Figure 1. Placement density heat map (run 1).
The die is cut into 9 by 9 equal tiles; white is low, dark blue is high, 0 to 100% covered.
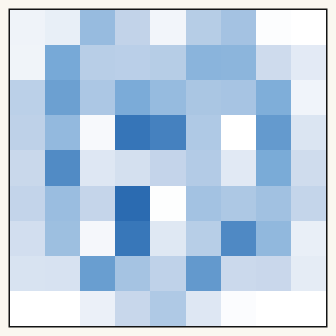
Figure 2. Signal wires on met3 (run 1).
The bar under the picture is 20 µm long.
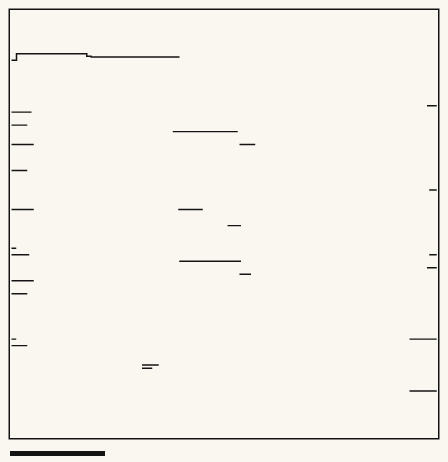
Figure 3. Cell classes on the final placement (run 1).
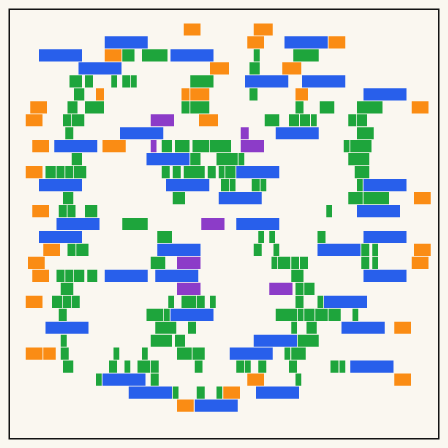
==> config.mk <==
export PLATFORM = sky130hd
export DESIGN_NAME = bin_to_bcd_seq
export DESIGN_NICKNAME = d
export VERILOG_FILES = /design/src/rtl/bin_to_bcd_seq_pkg.sv /design/src/rtl/bin_to_bcd_seq_add3.sv /design/src/rtl/bin_to_bcd_seq.sv
export SDC_FILE = /design/constraint.sdc
export NUM_CORES = 1
export LEC_CHECK = 0
export CELL_PAD_IN_SITES_DETAIL_PLACEMENT = 0
export CELL_PAD_IN_SITES_GLOBAL_PLACEMENT = 2
export CORE_UTILIZATION = 25
export DETAILED_ROUTE_END_ITERATION = 6
export GPL_TIMING_DRIVEN = 0
export PLACE_DENSITY_LB_ADDON = 0.1
export SLEW_MARGIN = 40
export SYNTH_ARGS = -nofsm -noshare
export SYNTH_HDL_FRONTEND = slang
export SYNTH_SLANG_ARGS = --single-unit
export TNS_END_PERCENT = 10
==> constraint.sdc <==
create_clock -name clk -period 1.8 [get_ports clk]
set_input_delay 0.36 -clock clk [delete_from_list [all_inputs] [get_ports clk]]
set_output_delay 0.36 -clock clk [all_outputs]
set_load 0.03 [all_outputs]
==> results.cfg, run 1 <==
; synthesis and place-and-route metrics
[finish]
clock_buffer_cells = 7
inv_count = 10
non_clock_buffer_count = 33
biggestCellCategory = flip-flops and latches
post_route_cells_drive_above_1_share = 0.1267
layout.filler_cells = 755
comb_cells = 132
clockNetworkAreaShare = 0.03790
sequential_cell_total = 38

[final_timing]
timing.final.ws_setup_ns = 0.05759
final.min_clock_period_ns = 1.742
tcrit_tclk_final = 0.9680
final-max-slew-violation-count = 0

[worst_setup_path]
cp_cell_sequence = buf_6 > clkbuf_8 > nor3_1 > buf_4
critPathMaxFanout = 10
cpPeakStageDelay_ns = 0.39
critPathKind = reg -> out
critPathCaptureType = output pin
critical_path_arrival_ns = 1.38

[place]
placedCellCount = 312
detailed_placement_hpwl_mm = 3.057
place_ws_ns = -0.3150
post_dp_cell_area_mm2 = 0.002302

[synthesis]
synth_async_sr_flop_share = 1.000
ys.flop_type = dfrtp_1
synth_stat.cells = 188
syn_area_mm2 = 0.001926
synthesis.area_per_instance_um2 = 10.24
synth-edff-count = 0

[detailed_routing]
drc = 0
avgRoutedWirePerCell_um = 14.04
drt-pass1-iter-count = 4

[floorplanning]
floorplan.die.width_um = 89.77
die_y_um = 89.77
rows = 31

[run_status]
result_of_the_run = finished, final reports clean

[power]
p_leak_uw = 0.001071

[grt]
gr-usage-met1 = 0.1399
antenna_found_initial = 0
-- Figure 1 (at the start) --
The fullest tile reaches 76%. 1.2% of the tiles are over 75% full. The densest ninth of the die: center. 11% of the tiles are nearly empty. The mean over all tiles is 28%.
utilization of the core after routing: 0.3287
Initial Utilization: 0.2627
core outline area: 0.007331 mm²

-- Figure 2 (at the start) --
The longest straight run is 18.4 µm. The layer holds 2.9% of the routed length. The layer carries 131 µm of wire. 21 nets have wire on it.
wire length reported by the detailed router: 4.492 mm
total via count in the routed design: 1447
Global Route met3 Usage: 0.02792

-- Figure 3 (at the start) --
Key: green = combinational and other logic [cells 142, share of their area 40%]; blue = flops [cells 38, share of their area 42%]; orange = other buffers and delay cells [cells 33, share of their area 14%]; purple = clock drivers and dummy loads [cells 8, share of their area 4.0%]
Seq area share: 0.3946
Post-Layout Inst Area: 0.002410 mm²

[run 1: per-stage QoR]
stage	total power (µW)	setup TNS (ns)
floorplan	3058	0
global placement	3692	-17.36
detailed placement	3753	-2.240
CTS	4428	0
global route	4747	0
finish	4371	0
[run 1: power breakdown]
| group | internal (µW) | switching (µW) |
|---|---|---|
| clock | 310 | 320 |
| combinational | 1020 | 1200 |
| sequential | 1230 | 298 |
| total | 2560 | 1810 |
[run 1: repair_timing]
item | CTS | global route
endpoints found under the setup margin | 2 | 1
buffers inserted | 0 | 0
resized | 15 | 2
endpoints found under the hold margin | 0 | 0
pin swaps | 0 | 0
[run 1: cells by family (layout without fill, tap and decap cells)]
group                    count (synthesis)  in the layout  synth area share
AND/OR/NAND/NOR                         54             54            0.1533
adder cells (fa/ha/maj)                  8              8           0.05198
AND-OR/OR-AND                           59             59            0.1826
buffers and inverters                   18             51           0.05004
multiplexers                             8              8           0.05458
flip-flops                              38             38            0.4938
XOR/XNOR                                 3              3           0.01365
[run 1: metal layers]
metal	vias to the layer above	routed length, µm
li1	714	-
met1	699	2062
met2	28	2239
met3	6	131
met4	0	59
met5	-	0
[run 1: synthesized netlist by cell type (4+ instances only)]
cell type / number / area (µm²)
ha_1: 8 / 100.1
nor3b_1: 4 / 30.03
a22o_1: 6 / 52.55
nand2b_1: 7 / 43.79
mux2_4: 5 / 75.07
nor2b_1: 10 / 62.56
nand2_1: 24 / 90.09
dfrtp_1: 38 / 950.9
inv_1: 10 / 37.54
a22oi_1: 7 / 52.55
o21ai_0: 27 / 135.1
a21oi_1: 14 / 70.07
[run 1: critical path, delay by kind of cell, from the launching register on]
kind                   cells  cell delay, ns
flip-flops                 1            0.39
buffers and inverters      3            0.50
AND/OR/NAND/NOR            1            0.19
==> run 2, diff against run 1 <==
GPL_ROUTABILITY_DRIVEN = 1   (was default)
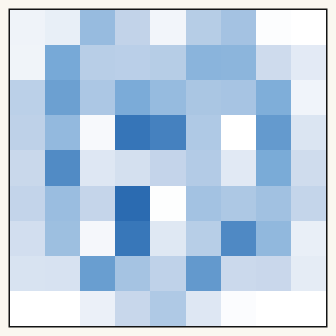
Figure 4: run 2, placement density heat map.
The die is cut into 9 by 9 equal tiles; white is low, dark blue is high, 0 to 100% covered.
1.2% of the tiles are over 75% full. The mean over all tiles is 28%. The densest ninth of the die: center.

==> results.cfg, run 2 <==
; synthesis and place-and-route metrics
[power]
power.clock.total_uw = 630
p_seq_frac = 0.350
power_top_consumer = combinational cells
comb_cell_power_uw = 2210
power.internal_uw = 2558
net-switching-power_uw = 1813
power.share.combinational = 0.506
power.switching_fraction = 0.4149
finalPower_uw = 4371

[worst_setup_path]
critPathCaptureType = output pin
critPathMaxFanout = 10
critPathKind = reg -> out

[place]
detailed_placement_hpwl_mm = 3.057
placedCellCount = 312
place_ws_ns = -0.3150

[synthesis]
synth_largest_type_area_fraction = 0.4938
ys_sh_mux = 0.05458
synth_simple_gate_area_share = 0.1533
post_synthesis_share_of_cell_area_spent_on_xor_and_xnor_gates = 0.01365
synth.top_cells.by_area = dfrtp_1, o21ai_0, ha_1
synth-edff-count = 0
post_synth_ao_oa_area_fraction = 0.1826
synth_stat.cells = 188
syn_area_mm2 = 0.001926
ys.flop_type = dfrtp_1
synth_async_sr_flop_share = 1.000
dominant_kind_of_combinational_cell = AND-OR/OR-AND gates
synthesis.area_per_instance_um2 = 10.24

[detailed_routing]
avgRoutedWirePerCell_um = 14.04
routed_wirelength_mm = 4.492
drc = 0
drt-pass1-iter-count = 4

[floorplanning]
fp_util = 0.2627
coreArea_mm2 = 0.007331
die_y_um = 89.77
rows = 31

[run_status]
result_of_the_run = finished, final reports clean

[final_timing]
timing.final.ws_setup_ns = 0.05759
tcrit_tclk_final = 0.9680
final-max-slew-violation-count = 0
final.min_clock_period_ns = 1.742

[clock_network]
cts.repair_timing.setup_buffer_count = 0

[grt]
antenna_found_initial = 0
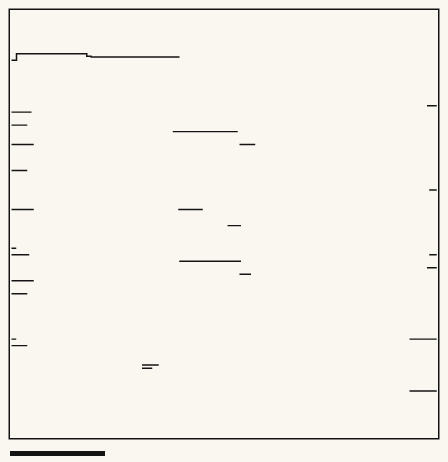
Figure 5: run 2, signal wires on met3.
The bar under the picture is 20 µm long.
The layer holds 2.9% of the routed length. The longest straight run is 18.4 µm. The layer carries 131 µm of wire. The wires run mostly horizontal. 21 nets have wire on it.

## run 2: cell counts in the layout (fill, tap and decap cells not counted)
Identical to the previous run, type by type.
## run 2: layout make-up
class	count	area [µm²]	area share
flip-flops and latches	38	950.9	0.3946
multi-input cells	132	878.3	0.3645
repair buffers	25	249.0	0.1033
well taps	99	123.9	0.05140
clock buffers	7	86.33	0.03583
plain buffers	8	76.32	0.03167
inverters	10	40.04	0.01661
clock inverters	1	5.005	0.002077
## run 2: critical path, stage by stage, from the launching register on
cell and delay [ns]:
dfrtp_1 0.39, buf_6 0.15, clkbuf_8 0.16, nor3_1 0.19, buf_4 0.19
## run 2: per-layer routing
| metal | up-vias | track usage | share of wire |
|---|---|---|---|
| li1 | 714 | - | - |
| met1 | 699 | 0.1399 | 0.46 |
| met2 | 28 | 0.2128 | 0.50 |
| met3 | 6 | 0.02792 | 0.029 |
| met4 | 0 | 0.04098 | 0.013 |
| met5 | - | 0 | 0 |
## run 2: kinds of logic (layout without fill, tap and decap cells)
family                     count (synthesis)  count (layout)
and+or+nand+nor                           54              54
muxes                                      8               8
DFF                                       38              38
AOI/OAI and AO/OA                         59              59
buffers and inverters                     18              51
xor gates and xnor gates                   3               3
adders and majority gates                  8               8
## run 2: stage by stage
step | utilization | hold WS, ns | cell area [µm²] | TNS [ns]
3_3_place_gp | 0.3137 | 0.4621 | 2300 | -17.36
3_5_place_dp | 0.3140 | 0.4688 | 2302 | -2.240
6_report | 0.3287 | 0.4790 | 2410 | 0
4_1_cts | 0.3282 | 0.4874 | 2406 | 0
5_1_grt | 0.3287 | 0.5170 | 2410 | 0
2_1_floorplan | - | 0.4501 | 1926 | 0
## run 2: timing repair
item                       CTS  global route
hold buffers                 0             0
hold endpoints to repair     0             0
setup endpoints to repair    2             1
resized                     15             2
Power figures rest on the tool's default switching activity, not on a simulated workload.
